Figure 1. The metal 1 layer (run 1).
Supply wires on this layer in grey.
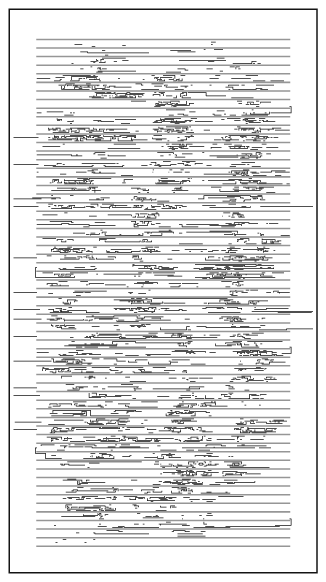
Figure 2. Metal 2 (run 1).
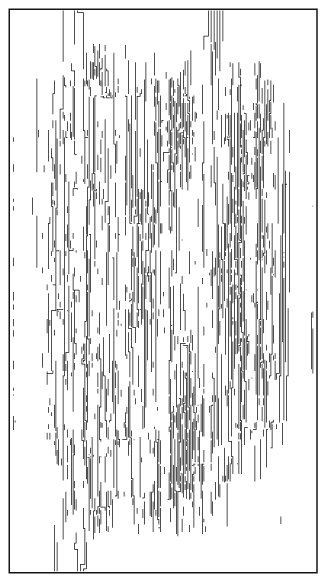
Figure 3. M3 wires (run 1).
Scale bar: 20 µm.
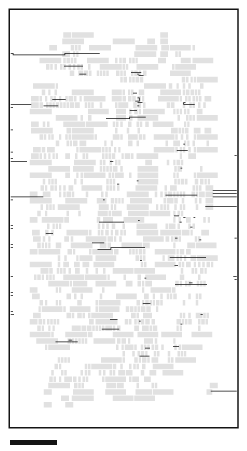
$ cat config.mk
export PLATFORM = sky130hd
export DESIGN_NAME = ssd_scan_ctrl
export DESIGN_NICKNAME = d
export VERILOG_FILES = /design/src/rtl/lock_pkg.sv /design/src/rtl/binary_to_segment.sv /design/src/rtl/ssd_scan_ctrl.sv
export SDC_FILE = /design/constraint.sdc
export NUM_CORES = 1
export LEC_CHECK = 0
export ABC_AREA = 1
export CAP_MARGIN = 20
export CORE_ASPECT_RATIO = 2
export CORE_MARGIN = 8
export CORE_UTILIZATION = 45
export DETAILED_ROUTE_END_ITERATION = 7
export SLEW_MARGIN = 20
export SYNTH_ARGS = -nofsm -noshare
export SYNTH_HDL_FRONTEND = slang
export SYNTH_SLANG_ARGS = --single-unit
export TNS_END_PERCENT = 20
$ cat constraint.sdc
create_clock -name clk -period 3.3 [get_ports clk]
set_clock_uncertainty 0.2 [all_clocks]
set_input_delay 0.33 -clock clk [delete_from_list [all_inputs] [get_ports clk]]
set_output_delay 0.33 -clock clk [all_outputs]
set_load 0.02 [all_outputs]
$ cat src/rtl/lock_pkg.sv
// Symbol codes shared by the lock FSM and the display scheduler.
package lock_pkg;

  localparam logic [4:0] SYM_C     = 5'h10;
  localparam logic [4:0] SYM_L     = 5'h11;
  localparam logic [4:0] SYM_TIRE  = 5'h12;
  localparam logic [4:0] SYM_BLANK = 5'h1F;

  localparam logic [19:0] CODE_BLANK = {4{SYM_BLANK}};

  // Active-low anode pattern that lights a single digit.
  function automatic logic [3:0] digit_anode(input logic [1:0] idx);
    logic [3:0] onehot;
    onehot = 4'b0001 << idx;
    return ~onehot;
  endfunction

endpackage

$ cat src/rtl/binary_to_segment.sv
// Combinational symbol to seven-segment decoder; output is {g..a}, active-low.
module binary_to_segment
  import lock_pkg::*;
(
  input  logic [4:0] sym,
  output logic [6:0] seg
);

  always_comb begin
    seg = 7'b1111111;
    case (sym)
      5'h00:    seg = 7'b1000000;
      5'h01:    seg = 7'b1111001;
      5'h02:    seg = 7'b0100100;
      5'h03:    seg = 7'b0110000;
      5'h04:    seg = 7'b0011001;
      5'h05:    seg = 7'b0010010;
      5'h06:    seg = 7'b0000010;
      5'h07:    seg = 7'b1111000;
      5'h08:    seg = 7'b0000000;
      5'h09:    seg = 7'b0010000;
      5'h0A:    seg = 7'b0001000;
      5'h0B:    seg = 7'b0000011;
      5'h0C:    seg = 7'b1000110;
      5'h0D:    seg = 7'b0100001;
      5'h0E:    seg = 7'b0000110;
      5'h0F:    seg = 7'b0001110;
      SYM_C:    seg = 7'b1000110;
      SYM_L:    seg = 7'b1000111;
      SYM_TIRE: seg = 7'b0111111;
      default:  seg = 7'b1111111;
    endcase
  end

endmodule

$ cat src/rtl/ssd_scan_ctrl.sv
// Four-digit seven-segment scan scheduler with per-digit blinking and
// frame-aligned display updates.
module ssd_scan_ctrl
  import lock_pkg::*;
#(
  parameter int unsigned SCAN_DIV  = 100000,
  parameter int unsigned BLINK_DIV = 50000000
) (
  input  logic        clk,
  input  logic        rst,
  input  logic [19:0] code_in,
  input  logic [3:0]  blink_mask,
  input  logic        code_valid,
  input  logic        blink_sync,
  output logic        disp_updated,
  output logic [3:0]  an,
  output logic [6:0]  seg,
  output logic        blink_phase
);

  localparam int unsigned ScanW  = $clog2(SCAN_DIV);
  localparam int unsigned BlinkW = $clog2(BLINK_DIV);

  logic [ScanW-1:0]  scan_cnt;
  logic [BlinkW-1:0] blink_cnt;
  logic [1:0]        digit_idx;
  logic              started;
  logic [19:0]       code_act, code_pend;
  logic [3:0]        mask_act, mask_pend;
  logic              pend_flag;
  logic              scan_tick, frame_start, blink_tc;
  logic [4:0]        sym_sel;
  logic [6:0]        seg_dec;

  assign scan_tick   = (scan_cnt == ScanW'(SCAN_DIV - 1));
  assign frame_start = scan_tick && (digit_idx == 2'd0);
  assign blink_tc    = (blink_cnt == BlinkW'(BLINK_DIV - 1));

  always_comb begin
    sym_sel = code_act[4:0];
    case (digit_idx)
      2'd0: sym_sel = code_act[4:0];
      2'd1: sym_sel = code_act[9:5];
      2'd2: sym_sel = code_act[14:10];
      2'd3: sym_sel = code_act[19:15];
      default: sym_sel = code_act[4:0];
    endcase
  end

  binary_to_segment u_dec (
    .sym (sym_sel),
    .seg (seg_dec)
  );

  // digit_idx wraps 0 -> 3 naturally; started keeps anodes dark until the first tick.
  always_ff @(posedge clk or negedge rst) begin
    if (!rst) begin
      scan_cnt  <= '0;
      digit_idx <= 2'd0;
      started   <= 1'b0;
    end else begin
      scan_cnt <= scan_tick ? '0 : scan_cnt + 1'b1;
      if (scan_tick) begin
        digit_idx <= digit_idx - 2'd1;
        started   <= 1'b1;
      end
    end
  end

  always_ff @(posedge clk or negedge rst) begin
    if (!rst) begin
      blink_cnt   <= '0;
      blink_phase <= 1'b1;
    end else if (blink_sync) begin
      blink_cnt   <= '0;
      blink_phase <= 1'b1;
    end else if (blink_tc) begin
      blink_cnt   <= '0;
      blink_phase <= ~blink_phase;
    end else begin
      blink_cnt <= blink_cnt + 1'b1;
    end
  end

  always_ff @(posedge clk or negedge rst) begin
    if (!rst) begin
      code_act     <= CODE_BLANK;
      code_pend    <= CODE_BLANK;
      mask_act     <= 4'b0000;
      mask_pend    <= 4'b0000;
      pend_flag    <= 1'b0;
      disp_updated <= 1'b0;
    end else begin
      disp_updated <= 1'b0;
      if (frame_start) begin
        // A strobe coinciding with the frame start bypasses the pending stage.
        if (code_valid) begin
          code_act     <= code_in;
          mask_act     <= blink_mask;
          disp_updated <= 1'b1;
        end else if (pend_flag) begin
          code_act     <= code_pend;
          mask_act     <= mask_pend;
          disp_updated <= 1'b1;
        end
        pend_flag <= 1'b0;
      end else if (code_valid) begin
        code_pend <= code_in;
        mask_pend <= blink_mask;
        pend_flag <= 1'b1;
      end
    end
  end

  always_ff @(posedge clk or negedge rst) begin
    if (!rst) begin
      an  <= 4'b1111;
      seg <= 7'b1111111;
    end else begin
      if (!started || (mask_act[digit_idx] && !blink_phase)) begin
        an <= 4'b1111;
      end else begin
        an <= digit_anode(digit_idx);
      end
      seg <= seg_dec;
    end
  end

endmodule

==> run summary, run 1 <==
Notes on the physical implementation.

- The flow ran to the end, and the final reports show no timing, DRC or antenna violations.
- The total overflow left after global routing is 0.
- The worst hold path was traced through 2 stages.
- The routed layout reports a DRC error count of 0.
- The cell type that accounts for the most area after synthesis is dfrtp_1.
- The post-CTS setup buffer count is 0, for reference.
- Dividing the detail-routed wire length by the instance count gives 14.68 µm.
- The placement-stage cell area is 6387 µm², for reference.
- In the final layout, the registers with the most flip-flops are blink_cnt (26), code_act (20), code_pend (20).
- The total nets after synthesis is 823, for reference.
- The smallest clock period supported by the final layout is computed as 2.627 ns.
- The initial antenna violation count is 0, for reference.
- The global routing report lists combined usage of all routing layers as 0.1737.
- STA classifies the critical path startpoint as a flip-flop.
- Using the TritonRoute via totals, the vias-per-cell ratio works out to 5.147.
- TritonCTS built the clock tree.
- The number of standard-cell rows in the floorplan is 59, for reference.
- The dominant synthesized flop cell is dfrtp_1, for reference.
- The hold buffer count at CTS is 1, for reference.
- The chip area line in the Yosys stat output reads 5902 µm².
- The critical path start-end classification is reg -> reg, for reference.
- The die height is 178.0 µm, for reference.
- The logs give a warning total of 35.
- The first-iteration detailed-routing DRC count is 193, for reference.
- For this design, Yosys synthesis ends with a cell count of 782.
- On the critical path, the stage with the largest delay is an instance of o21ai_0.
- The netlist area before placement is 5902 µm², for reference.
- The library cell appearing most often on the critical path is nand2_1, for reference.
- After floorplanning, the core was sized to cover 12,920 µm².
- The report puts the cell count of the worst reg-to-reg path at 11.
- Buffers inserted during clock tree synthesis total 9.
- Setup repair after global routing left no endpoint under its margin.
- The capturing element type of the critical path is a flip-flop, for reference.
- Grouping stages by cell kind, the critical path spends the most delay in AND-OR/OR-AND gates.
- On the worst path, the slowest cell contributes a delay of 0.57 ns.
- In the placement report, post-DP HPWL is listed as 11,210 µm.
- The class of the worst hold path is reg -> reg, for reference.
- The synthesis warning total is 0, for reference.
- The mean post-synth cell area is 7.547 µm², for reference.
- After synthesis, the cell types taking the most area are dfrtp_1 24%, dfstp_2 23%, nand2_1 20%.
- No sink is reached through more buffers than the 2 on the longest clock path.
- The number of flip-flops and latches in the synthesized netlist is 108, for reference.
- The insertion delay of the later-clocked pin in the worst-skew pair is 0.34 ns, for reference.
- The register with the most flip-flops in the layout has 26 of them.
- The critical path contains buffers and inverters numbering 3 combined.
- The fraction of registers with async set/reset is 1.000, for reference.
- RePlAce ended its routability-driven mode at a weighted congestion of 0.9545.
- The root buffer cell chosen for the clock tree is clkbuf_16.
- The sequential area share after synthesis is 0.4689, for reference.
- The worst setup path endpoint is seg[0], for reference.
- The worst setup path startpoint is digit_idx[0], for reference.
- The number of hold violations in the final report is 0, for reference.
- The endpoint of the worst hold path is reported as code_pend[7].
- STA puts the critical path data required time at 3.37 ns.
- Counting flops per register, the top entry is blink_cnt.
-- Figure 1 (at the start) --
- nets with wire on the layer: 798
- share of all routed wire: 37%
- main direction: horizontal
- wire length on this layer: 5,230 µm
- longest straight run: 23.5 µm
met1 Resource Use GR: 0.1650
number of vias after detailed routing: 5,018
wire length after detailed routing: 14,310 µm

-- Figure 2 (at the start) --
- longest straight run: 89.4 µm
- main direction: vertical
- nets with wire on the layer: 632
- wire length on this layer: 8,150 µm
met2 GRT Util: 0.3400

-- Figure 3 (at the start) --
- longest straight run: 22.1 µm
- share of all routed wire: 2.3%
- nets with wire on the layer: 57
- main direction: horizontal

## run 1: final cells by class
type                    instances  area, µm²
well taps                     152      190.2
multi-input cells             592       2744
clock buffers                   9      225.2
clock inverters                 7      53.80
repair buffers                 47      465.4
inverters                      60      230.2
flip-flops and latches        108       2768
fillers                      1247       6242
## run 1: metrics by stage
| stage | total power [mW] | setup slack, ns | hold WS (ns) | util |
|---|---|---|---|---|
| after global routing | 2.695 | 0.3406 | 0.2762 | 0.5168 |
| final | 2.571 | 0.6733 | 0.2608 | 0.5168 |
| after floorplan | 1.489 | 1.060 | -0.1656 | - |
| after detailed placement | 1.581 | 0.7206 | 0.2428 | 0.4944 |
| after global placement | 1.576 | 0.7803 | 0.2436 | 0.4944 |
| after CTS | 2.620 | 0.6914 | 0.2645 | 0.5168 |
## run 1: report_power, final
group | internal, mW | switching, mW
registers | 1.37 | 0.0181
logic | 0.0662 | 0.0969
clock network | 0.522 | 0.495
total | 1.96 | 0.611
## run 1: per-layer routing
| metal | up-vias | global-route usage | wire, µm | part of all wire |
|---|---|---|---|---|
| met5 | - | 0 | 0 | 0 |
| met4 | 0 | 0.1014 | 612 | 0.043 |
| met3 | 34 | 0.02612 | 324 | 0.023 |
| met2 | 103 | 0.3400 | 8147 | 0.57 |
| met1 | 2336 | 0.1650 | 5230 | 0.37 |
| li1 | 2545 | - | - | - |
## run 1: logic make-up (layout without fill, tap and decap cells)
kind of cell,count (synthesis),count (layout),synth area share
and+or+nand+nor,530,530,0.3784
DFF,108,108,0.4689
buffers and inverters,82,123,0.06614
AOI/OAI and AO/OA,29,29,0.02926
xor gates and xnor gates,20,20,0.02968
adders and majority gates,13,13,0.02756
==> run 1 -> run 2 <==
PLACE_DENSITY = 0.66   (was not set)
clock period = 2.1 ns   (was 3.3 ns; I/O delays follow)
==> run 2 against run 1 <==
The run now ends with negative setup slack left. Maximum frequency grew 24%. Power grew 58%. Via count grew 2.9%. Hold slack lost 0.067 ns. Core utilization grew 3.0 points. Combinational power grew 71%. Critical path depth shrank 4. Largest cell class is now logic gates. Clock power grew 58%. Wire length grew 3.1%. Cell area grew 5.9%. Highest routed layer unchanged. Count of clock-buffer cells in the layout is the same. Largest power group unchanged. Die area is the same.
==> run summary, run 2 <==
Notes on the physical implementation.

- The synthesis warning total was 0 (unchanged).
- Per the finish-stage timing summary, setup violations number 1.
- The share of the core filled with cells in the final layout is 0.5471 (+0.03031).
- The total nets after synthesis came to 823 (unchanged).
- The worst stage delay on the critical path is 0.52 ns (-0.05 ns).
- Per the synth stats, the flop cell with the highest instance count is dfrtp_1.
- The TritonCTS clock tree is built, for reference.
- The DRC violation count after routing is 0 (unchanged).
- The total congestion overflow after global routing was 0 (unchanged).
- The combined buffer and inverter count along the critical path is 3 (unchanged).
- The met3 routed wirelength is 420 µm (+30%).
- The die height came to 178.0 µm (unchanged).
- The number of flip-flops and latches in the synthesized netlist was 108 (unchanged).
- The routed metal-1 wirelength is 5565 µm (+6.4%), for reference.
- The main area contributors are dfrtp_1 24%, dfstp_2 23%, nand2_1 20%.
- The multi-input combinational cell count is 593 (+0.17%), for reference.
- The number of cells on the worst reg-to-reg path was 7 (-4).
- The relative contribution of combinational cells to total power is 0.068 (+0.005), for reference.
- The data required time of the worst path is 2.16 ns (-1.21 ns).
- The peak-usage layer in the global routing report is met2, for reference.
- The fraction of area in clock buffers and inverters came to 0.04036 (-0.001431).
- The switching part of the total is 0.2380 (+0.0005259), for reference.
- The clock network fraction of design power came to 0.395 (about the same).
- The flow ran to the end, but the final reports show violations.
- The met1 usage is 0.1680 (+0.003035).
- The flip-flop count of the largest register, all copies and words added is 26 (unchanged), for reference.
- The class of the worst hold path is in -> async, for reference.
- The total of fill cells in the finished design is 1,230 (-1.4%), for reference.
- blink_cnt holds more flip-flops than any other register.
- The tool warning count is 36 (+2.9%), for reference.
- The total of clock buffers placed in the layout is 9 (unchanged).
- The placeable core area is 12,920 µm² (unchanged), for reference.
- The final reports fail on negative setup slack.
- The final setup slack of the worst path is -0.01683 ns (-0.6901 ns), for reference.
- STA classifies the critical path endpoint as a flip-flop.
- The worst slack at placement was -0.08197 ns (-0.8025 ns).
- The number of buffers created by CTS is 9 (unchanged), for reference.
run 2: cell types whose count changed in the layout (fill, tap and decap cells not counted), sizes merged:
cell      before  now
clkinvlp       0    1
clkinv         4    6
buf            7   34
inv           63   61
nand3         60   61
run 2: repair_timing:
action | 4_1_cts | 5_1_grt
endpoints found under the hold margin | 26 | 0
endpoints found under the setup margin | 6 | 39
cloned | 0 | 2
hold buffers | 1 | 0
pin swaps | 1 | 5
buffers inserted | 1 | 5
gates resized | 2 | 23
run 2: worst min-delay path by stage:
stage | start | to | slack, ns
6_report | rst | blink_cnt[16] | 0.19
5_1_grt | rst | blink_cnt[16] | 0.24
4_1_cts | rst | blink_cnt[16] | 0.21
3_5_place_dp | rst | blink_cnt[16] | 0.04
3_3_place_gp | rst | blink_cnt[16] | 0.04
2_1_floorplan | rst | blink_cnt[0] | -0.29
run 2: cell families after synthesis:
| family | count (synthesis) | share of synthesized area |
|---|---|---|
| AOI/OAI and AO/OA | 29 | 0.02926 |
| xor gates and xnor gates | 20 | 0.02968 |
| adders and majority gates | 13 | 0.02756 |
| buffers and inverters | 82 | 0.06614 |
| DFF | 108 | 0.4689 |
| and+or+nand+nor | 530 | 0.3784 |
run 2: metrics by stage:
| step | instances | power (mW) |
|---|---|---|
| detailed placement | 979 | 2.503 |
| floorplan | 782 | 2.340 |
| global placement | 979 | 2.495 |
| finish | 1004 | 4.068 |
| global route | 1004 | 4.258 |
| CTS | 997 | 4.134 |
run 2: power by group through the flow:
stage / registers (mW) / clock network, mW / logic [mW]
2_1_floorplan: 2.22 / 0 / 0.123
3_3_place_gp: 2.22 / 0 / 0.277
4_1_cts: 2.18 / 1.67 / 0.285
3_5_place_dp: 2.22 / 0 / 0.283
5_1_grt: 2.19 / 1.75 / 0.319
6_report: 2.18 / 1.61 / 0.278
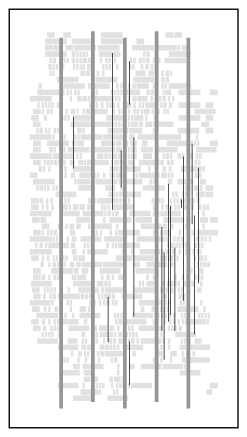
Figure 4: run 2, met4 routing.
Supply wires on this layer in grey.
- wire length on this layer: 664 µm
- share of all routed wire: 4.5%
- longest straight run: 76.2 µm
- nets with wire on the layer: 15

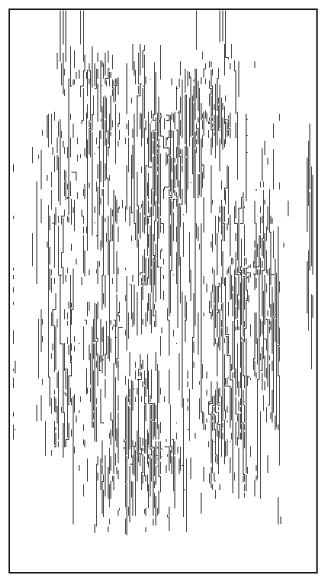
Figure 5: run 2, metal 2.
- longest straight run: 59.8 µm
- main direction: vertical
- nets with wire on the layer: 674
- wire length on this layer: 8,110 µm
- share of all routed wire: 55%

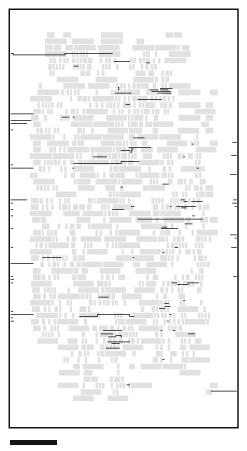
Figure 6: run 2, M3 wires.
Scale bar: 20 µm.
- longest straight run: 27.6 µm
- share of all routed wire: 2.9%
- wire length on this layer: 420 µm
- nets with wire on the layer: 73
- main direction: horizontal
number of vias after detailed routing: 5,164
wire length after detailed routing: 14,760 µm
met3 usage: 0.02027

==> run 2 -> run 3 <==
CORE_UTILIZATION = 35   (was 45)
MAX_ROUTING_LAYER = met4   (was not set)
PLACE_DENSITY = not set   (was 0.66)
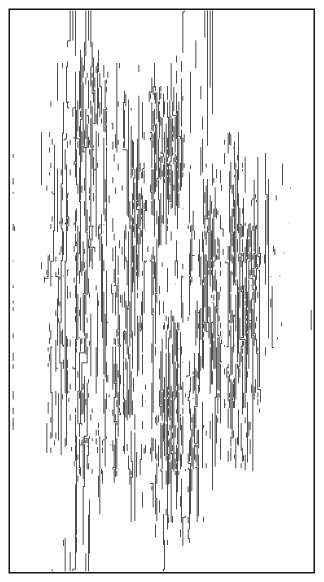
Figure 7: run 3, metal 2.
- nets with wire on the layer: 685
- longest straight run: 56.4 µm

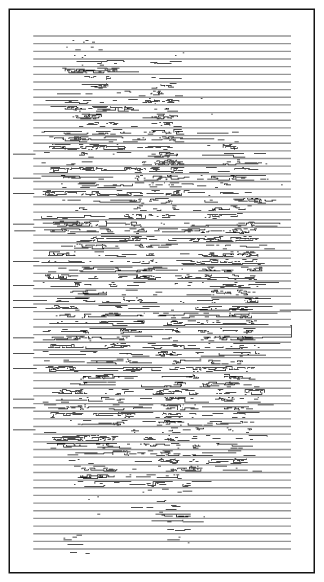
Figure 8: run 3, the metal 1 layer.
Supply wires on this layer in grey.
- share of all routed wire: 34%
- nets with wire on the layer: 823
- main direction: horizontal
- longest straight run: 29.7 µm
- wire length on this layer: 5,250 µm

==> run 3 against run 2 <==
Critical path depth grew 6. Sequential power hardly changed. Combinational power about the same. Die area grew 25%. Power increased by 1.0%. Area after synthesis did not move. Wire length grew 5.0%. Sequential share of layout area shrank 0.66 points. Count of clock-buffer cells in the layout is the same. Clock power increased by 2%. Highest routed layer unchanged. Hold slack worse by 0.015 ns. Largest power group unchanged. Critical endpoint is now seg[3]. The run now ends clean.
==> run summary, run 3 <==
Notes on the physical implementation.

- The final max-slew violation count recorded for this run is 0.
- The XOR/XNOR share of the synthesized area is 0.02968 (unchanged).
- The netlist area before placement is 5902 µm², for reference.
- The dominant synthesized flop cell is dfrtp_1, for reference.
- The first global-routing pass estimated 25,240 µm of wire.
- The data required time of the worst path is 2.18 ns (+0.02 ns), for reference.
- The final setup slack of the worst path is 0.02992 ns (+0.04674 ns), for reference.
- The adder-cell share of the synthesized area is 0.02756 (unchanged), for reference.
- The register with the most flip-flops is blink_cnt, for reference.
- The worst setup path is captured at a flip-flop.
- The clock network fraction of design power was 0.401 (+0.006).
- The share of cell area taken by muxes after synthesis is 0 (unchanged), for reference.
- The total congestion overflow after global routing is 0 (unchanged), for reference.
- The worst slack at placement came to -0.04354 ns (+0.03842 ns).
- The type of element launching the critical path is a flip-flop, for reference.
- The total detailed-routing wirelength is 15,500 µm (+5.0%).
- The run finished with clean final reports.
- The class of the worst hold path is in -> async, for reference.
- The starting density of the core is 0.3538, for reference.
- The number of standard cells in the final layout excluding fillers is 1,069 (+6.5%), for reference.
- The relative contribution of combinational cells to total power is 0.067 (about the same).
- At the worst endpoint, the arrival time is 2.15 ns.
- The flip-flop count of the largest register, all copies and words added is 26 (unchanged), for reference.
- By area the synthesized netlist is led by dfrtp_1 24%, dfstp_2 23%, nand2_1 20%.
- The reported sequential group power is 2.18 mW (about the same), for reference.
- The total nets after synthesis is 823 (unchanged).
- The synthesized-area fraction occupied by ao, oa, aoi and oai cells is 0.02926 (unchanged), for reference.
- met2 is the most crowded layer.
- The met1 usage is 0.1325 (-0.03554).
- The share of the core filled with cells in the final layout was 0.4310 (-0.1162).
- The number of instances in the placed design was 1,043 (+6.5%).
- The library cell appearing most often on the critical path is nand2_1, for reference.
- The synthesized-area fraction occupied by and/or/nand/nor cells is 0.3784 (unchanged).
- The combined buffer and inverter count along the critical path is 3 (unchanged), for reference.
- TritonCTS built the clock tree.
- The largest part of the power goes to sequential cells.
- The number of flip-flops and latches in the synthesized netlist is 108 (unchanged).
- The synthesis warning total came to 0 (unchanged).
- The total of fill cells in the finished design was 1,694 (+38%).
- The count of vias placed by the detailed router is 5,227 (+1.2%), for reference.
- The worst stage delay on the critical path came to 0.40 ns (-0.12 ns).
- The worst pin sits at a relative slew slack of 0.6514.
- The CTS clock-pin slew for the worst setup and hold paths is 0.08 ns, for reference.
- The number of cells on the worst reg-to-reg path is 13 (+6).
- The number of setup violations in the final report is 0 (-1), for reference.
- The met3 global-route usage is 0.02164 (+0.001368), for reference.
- The tool warning count is 37 (+2.8%), for reference.
- Grouping non-sequential cells by family puts the most area in simple AND/OR/NAND/NOR gates.
- The met3 routed wirelength is 413 µm (-1.7%), for reference.
- The power dissipated in the clock network is 1.65 mW (+2%), for reference.
- The switching part of the total is 0.2466 (+0.008642), for reference.
- The DRC violation count after routing is 0 (unchanged), for reference.
- The placeable core area is 16,680 µm² (+29%).
- The routed metal-1 wirelength is 5245 µm (-5.8%), for reference.
- The total combinational power is 0.275 mW (about the same), for reference.
- The die height is 199.6 µm (+12%), for reference.
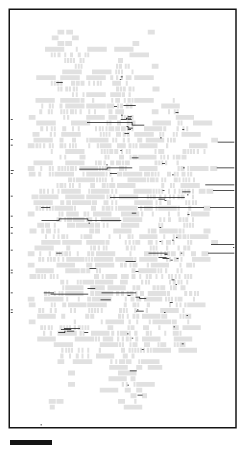
Figure 9: run 3, M3 wires.
Scale bar: 20 µm.
- share of all routed wire: 2.7%
- longest straight run: 35.4 µm
- wire length on this layer: 414 µm
- nets with wire on the layer: 65
- main direction: horizontal

[run 3: cell counts after synthesis]
Identical to the previous run, type by type.
[run 3: metrics by stage]
| step | TNS (ns) | hold WS [ns] | power, mW | instance area, µm² |
|---|---|---|---|---|
| 2_1_floorplan | 0 | -0.2856 | 2.340 | 5911 |
| 3_3_place_gp | 0 | 0.02415 | 2.490 | 6703 |
| 3_5_place_dp | -0.1844 | 0.03231 | 2.495 | 6703 |
| 4_1_cts | -0.02617 | 0.1922 | 4.169 | 7019 |
| 5_1_grt | -1.225 | 0.2220 | 4.287 | 7189 |
| 6_report | 0 | 0.1784 | 4.110 | 7189 |
[run 3: repair_timing]
item / in CTS / in global routing
hold endpoints to repair: 15 / 0
setup buffers: 2 / 6
gates resized: 3 / 26
gates cloned: 0 / 1
hold buffers: 1 / 0
pin swaps: 2 / 5
endpoints found under the setup margin: 6 / 57
[run 3: worst max-delay path by stage]
stage,start,end,slack (ns),cells after the start
after detailed placement,digit_idx[1],seg[3],-0.04,11
after global routing,scan_cnt[0],mask_act[0],-0.09,10
final,digit_idx[0],seg[3],0.03,13
after CTS,digit_idx[1],seg[4],-0.02,10
after global placement,digit_idx[0],seg[4],0.01,14
after floorplan,digit_idx[0],seg[3],0.02,13
[run 3: final cells by class]
class	instances	share of cell area
Tap cell	207	0.03602
Clock buffer	9	0.03133
Multi-Input combinational cell	593	0.3984
Clock inverter	7	0.007832
Timing Repair Buffer	85	0.1079
Inverter	60	0.03341
Sequential cell	108	0.3851
[run 3: logic make-up (layout without fill, tap and decap cells)]
logic type	count (synthesis)	count (layout)
compound gates	29	30
buf+inv	82	161
fa+ha+maj	13	13
xor+xnor	20	20
flops	108	108
simple gates	530	530
No activity file was given, so power comes from the tool's default toggle rates.
